Fig. 1: routing congestion
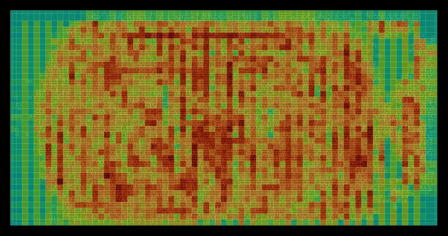
Fig. 2: layout detail
Scale bar: 10 µm. Window x 358 to 398, y 43 to 83 µm. Cells in grey, sequential cells in the stronger grey; small squares are vias.
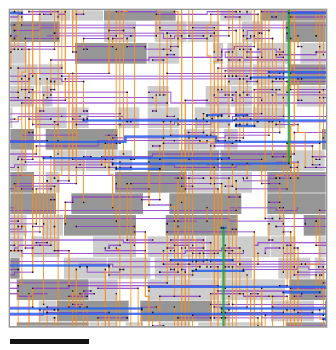
Fig. 3: gate families picked out
Scale bar: 200 µm.
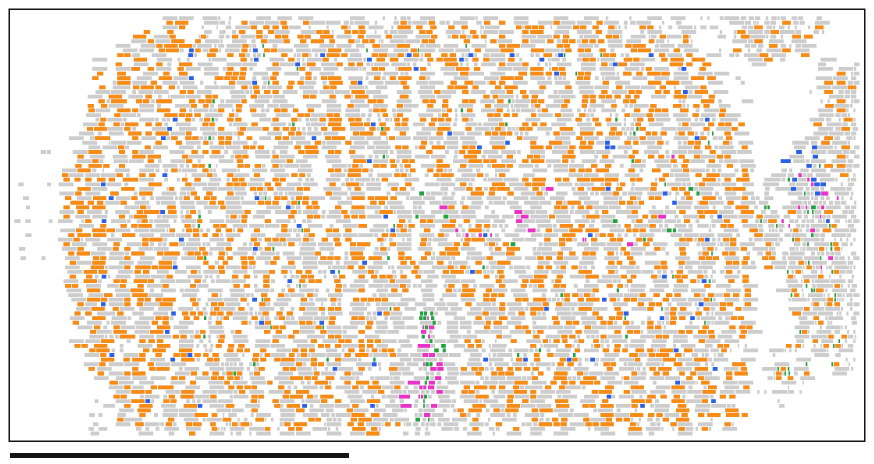
Fig. 4: signal wires on met1
Scale bar: 200 µm. Supply wires on this layer in grey.
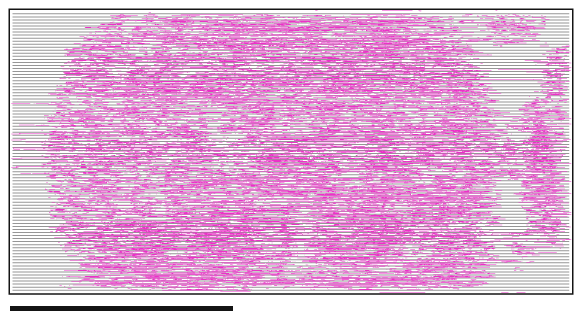
Fig. 5: signal wires on met3
Scale bar: 200 µm. Cells faint in the background.
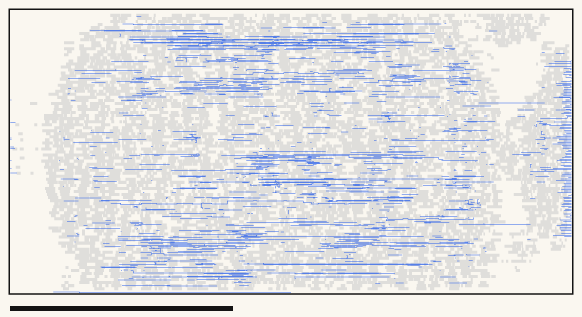
<file path="src/rtl/dec_stage.sv">
// Registered MIPS decode stage: decoder, 32 x DW register file, output pipeline
// register with stall/flush and load-use bubble. Define DEC_BYPASS_EN for write-through reads.
module dec_stage #(
    parameter int DW  = 32,
    parameter int PCW = 32
) (
    input  logic           Clock,
    input  logic           nReset,
    input  logic           InValid,
    input  logic [31:0]    Instruction,
    input  logic [PCW-1:0] PCAddrIncIn,
    input  logic           Stall,
    input  logic           Flush,
    input  logic           RegWriteIn,
    input  logic [4:0]     RAddrIn,
    input  logic [DW-1:0]  RData,
    output logic           Hold,
    output logic           OutValid,
    output logic [DW-1:0]  ImmData,
    output logic [DW-1:0]  RsData,
    output logic [DW-1:0]  RtData,
    output logic [PCW-1:0] PCAddrIncOut,
    output logic [4:0]     RAddrOut,
    output logic           Branch,
    output logic           Jump,
    output logic           MemRead,
    output logic           MemtoReg,
    output logic           ALUOp,
    output logic           MULOp,
    output logic           MemWrite,
    output logic           ALUSrc,
    output logic           RegWriteOut,
    output logic [5:0]     ALUfunc,
    output logic [4:0]     Shamt
);

    typedef struct packed {
        logic branch;
        logic jump;
        logic mem_read;
        logic mem_to_reg;
        logic alu_op;
        logic mul_op;
        logic mem_write;
        logic alu_src;
        logic reg_write;
    } ctrl_t;

    logic [5:0]  opcode, funct;
    logic [4:0]  rs, rt, rd, shamt;
    logic [15:0] imm16;

    assign opcode = Instruction[31:26];
    assign rs     = Instruction[25:21];
    assign rt     = Instruction[20:16];
    assign rd     = Instruction[15:11];
    assign shamt  = Instruction[10:6];
    assign funct  = Instruction[5:0];
    assign imm16  = Instruction[15:0];

    ctrl_t      dec_ctrl;
    logic       dec_reg_dst, dec_shift_sel, dec_unsgn;
    logic [5:0] dec_alu_func;
    logic [4:0] dec_shamt;

    always_comb begin
        dec_ctrl      = '0;
        dec_reg_dst   = 1'b0;
        dec_shift_sel = 1'b0;
        dec_unsgn     = 1'b0;
        dec_alu_func  = 6'h00;
        dec_shamt     = 5'd0;
        case (opcode)
            6'h00: begin
                dec_reg_dst     = 1'b1;
                dec_ctrl.alu_op = 1'b1;
                dec_alu_func    = funct;
                dec_shamt       = shamt;
                if (funct == 6'h08) dec_ctrl.jump = 1'b1;
                else                dec_ctrl.reg_write = 1'b1;
            end
            6'h1C: begin
                dec_reg_dst        = 1'b1;
                dec_ctrl.mul_op    = 1'b1;
                dec_ctrl.reg_write = 1'b1;
                dec_alu_func       = funct;
            end
            6'h02: dec_ctrl.jump = 1'b1;
            6'h04, 6'h05: begin
                dec_ctrl.branch = 1'b1;
                dec_alu_func    = 6'h23;
            end
            6'h08, 6'h09, 6'h0A, 6'h0B, 6'h0C, 6'h0D, 6'h0E, 6'h0F: begin
                dec_ctrl.alu_src   = 1'b1;
                dec_ctrl.reg_write = 1'b1;
                // Logical immediates zero-extend; lui reuses the OR path with the shifted immediate.
                unique case (opcode[2:0])
                    3'd0: dec_alu_func = 6'h20;
                    3'd1: dec_alu_func = 6'h21;
                    3'd2: dec_alu_func = 6'h2A;
                    3'd3: dec_alu_func = 6'h2B;
                    3'd4: begin dec_alu_func = 6'h24; dec_unsgn = 1'b1; end
                    3'd5: begin dec_alu_func = 6'h25; dec_unsgn = 1'b1; end
                    3'd6: begin dec_alu_func = 6'h26; dec_unsgn = 1'b1; end
                    3'd7: begin dec_alu_func = 6'h25; dec_shift_sel = 1'b1; end
                    default: dec_alu_func = 6'h00;
                endcase
            end
            6'h23: begin
                dec_ctrl.mem_read   = 1'b1;
                dec_ctrl.mem_to_reg = 1'b1;
                dec_ctrl.alu_src    = 1'b1;
                dec_ctrl.reg_write  = 1'b1;
                dec_alu_func        = 6'h21;
            end
            6'h2B: begin
                dec_ctrl.mem_write = 1'b1;
                dec_ctrl.alu_src   = 1'b1;
                dec_alu_func       = 6'h21;
            end
            default: dec_ctrl = '0;
        endcase
    end

    logic [DW-1:0] imm_ext;

    always_comb begin
        if (dec_shift_sel)  imm_ext = DW'({imm16, 16'h0000});
        else if (dec_unsgn) imm_ext = DW'(imm16);
        else                imm_ext = DW'($signed(imm16));
    end

    logic [DW-1:0] rf_q [32];
    logic [DW-1:0] rf_d [32];

    generate
        for (genvar gi = 0; gi < 32; gi++) begin : g_rf
            if (gi == 0) begin : g_zero
                assign rf_d[gi] = '0;
            end else begin : g_entry
                assign rf_d[gi] = (RegWriteIn && (RAddrIn == 5'(gi))) ? RData : rf_q[gi];
            end
            always_ff @(posedge Clock or negedge nReset) begin
                if (!nReset) rf_q[gi] <= '0;
                else         rf_q[gi] <= rf_d[gi];
            end
        end
    endgenerate

    logic [DW-1:0] rs_val, rt_val;

    always_comb begin
        rs_val = rf_q[rs];
        rt_val = rf_q[rt];
`ifdef DEC_BYPASS_EN
        if (RegWriteIn && (RAddrIn != 5'd0) && (RAddrIn == rs)) rs_val = RData;
        if (RegWriteIn && (RAddrIn != 5'd0) && (RAddrIn == rt)) rt_val = RData;
`endif
    end

    logic           valid_q, valid_d;
    ctrl_t          ctrl_q, ctrl_d;
    logic [DW-1:0]  imm_q, imm_d, rs_data_q, rs_data_d, rt_data_q, rt_data_d;
    logic [PCW-1:0] pc_q, pc_d;
    logic [4:0]     raddr_q, raddr_d, shamt_q, shamt_d;
    logic [5:0]     func_q, func_d;
    logic           hazard;

    // A registered load whose destination is read by the incoming instruction.
    assign hazard = valid_q && ctrl_q.mem_read && (raddr_q != 5'd0) && InValid &&
                    ((raddr_q == rs) || (raddr_q == rt));
    assign Hold   = ~Flush & (Stall | hazard);

    always_comb begin
        valid_d   = valid_q;
        ctrl_d    = ctrl_q;
        imm_d     = imm_q;
        rs_data_d = rs_data_q;
        rt_data_d = rt_data_q;
        pc_d      = pc_q;
        raddr_d   = raddr_q;
        shamt_d   = shamt_q;
        func_d    = func_q;
        if (Flush) begin
            valid_d = 1'b0;
            ctrl_d  = '0;
        end else if (Stall) begin
            valid_d = valid_q;
        end else if (hazard) begin
            valid_d = 1'b0;
            ctrl_d  = '0;
        end else begin
            valid_d   = InValid;
            ctrl_d    = InValid ? dec_ctrl : '0;
            imm_d     = imm_ext;
            rs_data_d = rs_val;
            rt_data_d = rt_val;
            pc_d      = PCAddrIncIn;
            raddr_d   = dec_reg_dst ? rd : rt;
            shamt_d   = dec_shamt;
            func_d    = dec_alu_func;
        end
    end

    always_ff @(posedge Clock or negedge nReset) begin
        if (!nReset) begin
            valid_q   <= 1'b0;
            ctrl_q    <= '0;
            imm_q     <= '0;
            rs_data_q <= '0;
            rt_data_q <= '0;
            pc_q      <= '0;
            raddr_q   <= 5'd0;
            shamt_q   <= 5'd0;
            func_q    <= 6'd0;
        end else begin
            valid_q   <= valid_d;
            ctrl_q    <= ctrl_d;
            imm_q     <= imm_d;
            rs_data_q <= rs_data_d;
            rt_data_q <= rt_data_d;
            pc_q      <= pc_d;
            raddr_q   <= raddr_d;
            shamt_q   <= shamt_d;
            func_q    <= func_d;
        end
    end

    assign OutValid     = valid_q;
    assign ImmData      = imm_q;
    assign RsData       = rs_data_q;
    assign RtData       = rt_data_q;
    assign PCAddrIncOut = pc_q;
    assign RAddrOut     = raddr_q;
    assign ALUfunc      = func_q;
    assign Shamt        = shamt_q;
    assign Branch       = ctrl_q.branch;
    assign Jump         = ctrl_q.jump;
    assign MemRead      = ctrl_q.mem_read;
    assign MemtoReg     = ctrl_q.mem_to_reg;
    assign ALUOp        = ctrl_q.alu_op;
    assign MULOp        = ctrl_q.mul_op;
    assign MemWrite     = ctrl_q.mem_write;
    assign ALUSrc       = ctrl_q.alu_src;
    assign RegWriteOut  = ctrl_q.reg_write;

endmodule

</file>
<file path="config.mk">
export PLATFORM = sky130hd
export DESIGN_NAME = dec_stage
export DESIGN_NICKNAME = d
export VERILOG_FILES = /design/src/rtl/dec_stage.sv
export SDC_FILE = /design/constraint.sdc
export NUM_CORES = 2
export LEC_CHECK = 0
export CORE_ASPECT_RATIO = 0.5
export CORE_MARGIN = 2
export CORE_UTILIZATION = 48
export DETAILED_ROUTE_END_ITERATION = 7
export PLACE_DENSITY_LB_ADDON = 0.2
export REMOVE_ABC_BUFFERS = 1
export SLEW_MARGIN = 20
export SYNTH_ARGS = -nofsm -noshare
export SYNTH_HDL_FRONTEND = slang
export SYNTH_SLANG_ARGS = --single-unit
</file>
<file path="constraint.sdc">
create_clock -name Clock -period 1.6 [get_ports Clock]
set_input_delay 0.16 -clock Clock [delete_from_list [all_inputs] [get_ports Clock]]
set_output_delay 0.16 -clock Clock [all_outputs]
set_load 0.02 [all_outputs]
</file>
==> run summary <==
On the backend side, the flow ran end to end.

In this run the most critical hold path is launched from PCAddrIncIn[18]. The last timing report of the flow puts the setup violation total at 159. The share of the core filled by cells before placement stands at 0.4849. The count of synthesis-stage warnings from yosys stands at 0. In the final design database the tool counted approximately 5,100 nets. Counting endpoints that fail hold in the final report gives 0. The post-DP HPWL stands at around 130,000 µm.

Per the post-route antenna check, the number of violating nets is 0. Post-route period utilization is reported as 1.391. The maximum clock path buffer count stands at 3.

The post-synthesis cell count stands at around 4,300. After synthesis, the most frequently instantiated cells are mux2_2 (1,318), dfrtp_1 (1,145), mux4_2 (248). Counting both buffers and inverters, the worst setup path holds a total of 4. The remaining design rule violation count stands at 0.

Along the worst hold path, the cell count comes to 2. Once iteration 0 of detailed routing completed, the report listed about 4,100 DRC markers. The share of synthesized area in the top cell type comes to 0.4787. Yosys instantiated no cell more often than mux2_2.

Per the synth stats, the flop cell with the highest instance count is dfrtp_1. Setup repair after global routing could not meet its margin everywhere. Summing all non-filler instances in the final layout gives an area of 74,890 µm². In this run the worst hold path is classified as input port to register.

The max-slew headroom at the worst pin stands at 0.5117. Warnings raised by the tools during the run amount to 28. The global-route wire length before repair stands at just under 300,000 µm.

The final weighted congestion in routability-driven placement stands at around 0.9. The number of distinct standard cells referenced by the synthesized netlist stands at roughly 60. The number of global-route vias before repair came to about 44,000. The post-synthesis register bit count stands at about 1,100. The flow ran to the end, but the final reports show violations. In the post-route analysis, the smallest setup slack over all paths is -0.6251 ns. The pin closest to its max-slew limit shows a slew of 0.7262 ns. The longest incremental delay of any stage on the critical path is reported as about 0.46 ns.

The critical-path maximum fanout stands at 7. The CTS clock-pin slew for the worst setup and hold paths stands at around 0.070 ns. The cell area after placement stands at between 70,000 and 80,000 µm². Per the final layout report, the fraction of cells sized above drive strength 1 comes to 0.5426. The checks that failed: negative setup slack. The routed length per instance stands at around 30 µm. STA classifies the critical path endpoint as a register. The number of maximum-capacitance constraint violations stands at 0.

Compared with the post-synthesis result, the final layout area differs by 25.12%. In this run the static leakage power is 33.64 nW. The synthesized design spends more area on one cell type than any other, namely dfrtp_1. The critical path is of the register to register type.

Counting flops with a built-in enable in the synthesized netlist gives 0. Subtracting the final worst setup slack from the clock period gives about 2.2 ns.
-- Fig. 1 (at the start) --
global-route track usage on met3: 0.07342
gr usage total: 0.3130
final design utilization: 0.6067
global route hottest layer: met2
global routing met1 resource utilization: 0.4421

-- Fig. 2 (at the start) --
Key: purple = M1; blue = M3; green = M4; orange = M2
Netlist names of flops here include rf_q (17), RtData (3). Sequential cells in the window: 21. 87 logic cells have their middle in the window. Most frequent: mux2_2 (29), dfrtp_1 (21), a31oi_1 (5).

-- Fig. 3 (at the start) --
Key: magenta = nor cells [cells 54]; blue = non-inverting ao/oa cells [cells 107, most used a22o_1, where widely spread]; orange = mux cells [cells 1,841, most used mux2_2, where widely spread]; green = nand cells [cells 129, most used nand2_1]
fraction of area in multi-input gates: 0.3938
most common cell after layout, fill and taps aside: mux2_2
tally of non-filler cells in the final layout: 6,765

-- Fig. 4 (at the start) --
The wires run mostly horizontal. The layer holds 43% of the routed length.
routed via count: 42,920
total length of routed wires: 200,300 µm

-- Fig. 5 (at the start) --
The wires run mostly horizontal. The layer carries 16,700 µm of wire. 583 nets have wire on it. The longest straight run is 190 µm.

## report_power, final
group          switching (W)  total (W)  leakage, nW  internal (W)
clock network         0.0122     0.0279         1.86        0.0157
logic                0.00874     0.0209         17.2        0.0121
registers            0.00406     0.0386         14.6        0.0345
total                 0.0250     0.0874         33.6        0.0624
## through the flow
step,setup slack [ns],instances,setup TNS (ns)
6_report,-0.6251,6765,-75.09
5_1_grt,-0.7089,6764,-86.50
4_1_cts,-0.6499,6762,-77.06
3_5_place_dp,-0.8786,6512,-568.19
3_3_place_gp,-0.8634,6512,-544.33
2_1_floorplan,-14.04,3889,-2727.04
## logic make-up (layout without fill, tap and decap cells)
kind of cell / count (synthesis) / count (layout) / share of synthesized area
multiplexers: 1841 / 1841 / 0.3933
flip-flops: 1145 / 1145 / 0.4787
AND-OR/OR-AND: 619 / 619 / 0.07168
buffers and inverters: 523 / 1274 / 0.03809
AND/OR/NAND/NOR: 201 / 201 / 0.01677
XOR/XNOR: 10 / 10 / 0.001463
other: 0 / 1 / 0
## registers in the layout, indices dropped and copies added (netlist names)
signal and count:
PCAddrIncOut 32, ALUfunc 6, MemWrite 1, RsData 32, Branch 1, RegWriteOut 1
Jump 1, ALUOp 1, OutValid 1, ALUSrc 1, MULOp 1, RAddrOut 5
rf_q 992, MemRead 1, Shamt 5, RtData 32, ImmData 32
## worst max-delay path by stage
stage | start | depth (start not counted) | endpoint
final | RAddrOut[0] | 9 | RsData[18]
after floorplan | RAddrOut[0] | 4 | ALUfunc[0]
after detailed placement | Instruction[23] | 8 | RsData[19]
after CTS | RAddrOut[0] | 6 | Hold
after global placement | Instruction[23] | 8 | RsData[4]
after global routing | RAddrOut[4] | 6 | Hold
## layer usage
metal | track usage | part of all wire | vias to the layer above
li1 | - | - | 17800
met1 | 0.4421 | 0.43 | 22820
met2 | 0.4771 | 0.45 | 1886
met3 | 0.07342 | 0.083 | 418
met4 | 0.1036 | 0.036 | 6
met5 | 0 | 0.00051 | -
## repair_timing
action,4_1_cts,5_1_grt
endpoints found under the hold margin,1170,0
pin swaps,7,4
gates cloned,9,2
resized,696,87
hold buffers,27,0
setup buffers,20,6
endpoints found under the setup margin,308,215
## worst reg2reg max path: cells and delay by family, from the launching register on
kind / cells / cell delay, ns
buffers and inverters: 4 / 0.77
muxes: 1 / 0.31
DFF: 1 / 0.46
AOI/OAI and AO/OA: 2 / 0.34
and+or+nand+nor: 1 / 0.10
xor gates and xnor gates: 1 / 0.14
## final cells by class
class | count | area, µm² | share of cell area
clock buffer | 147 | 3058 | 0.04083
multi-input combinational | 2671 | 29490 | 0.3938
clock inverter | 48 | 733.2 | 0.009791
inverter | 73 | 274.0 | 0.003659
timing repair buffer | 1006 | 10580 | 0.1412
antenna | 1 | 2.502 | 0.00003342
sequential | 1145 | 28660 | 0.3827
tap | 1674 | 2095 | 0.02797
Power figures rest on the tool's default switching activity, not on a simulated workload.
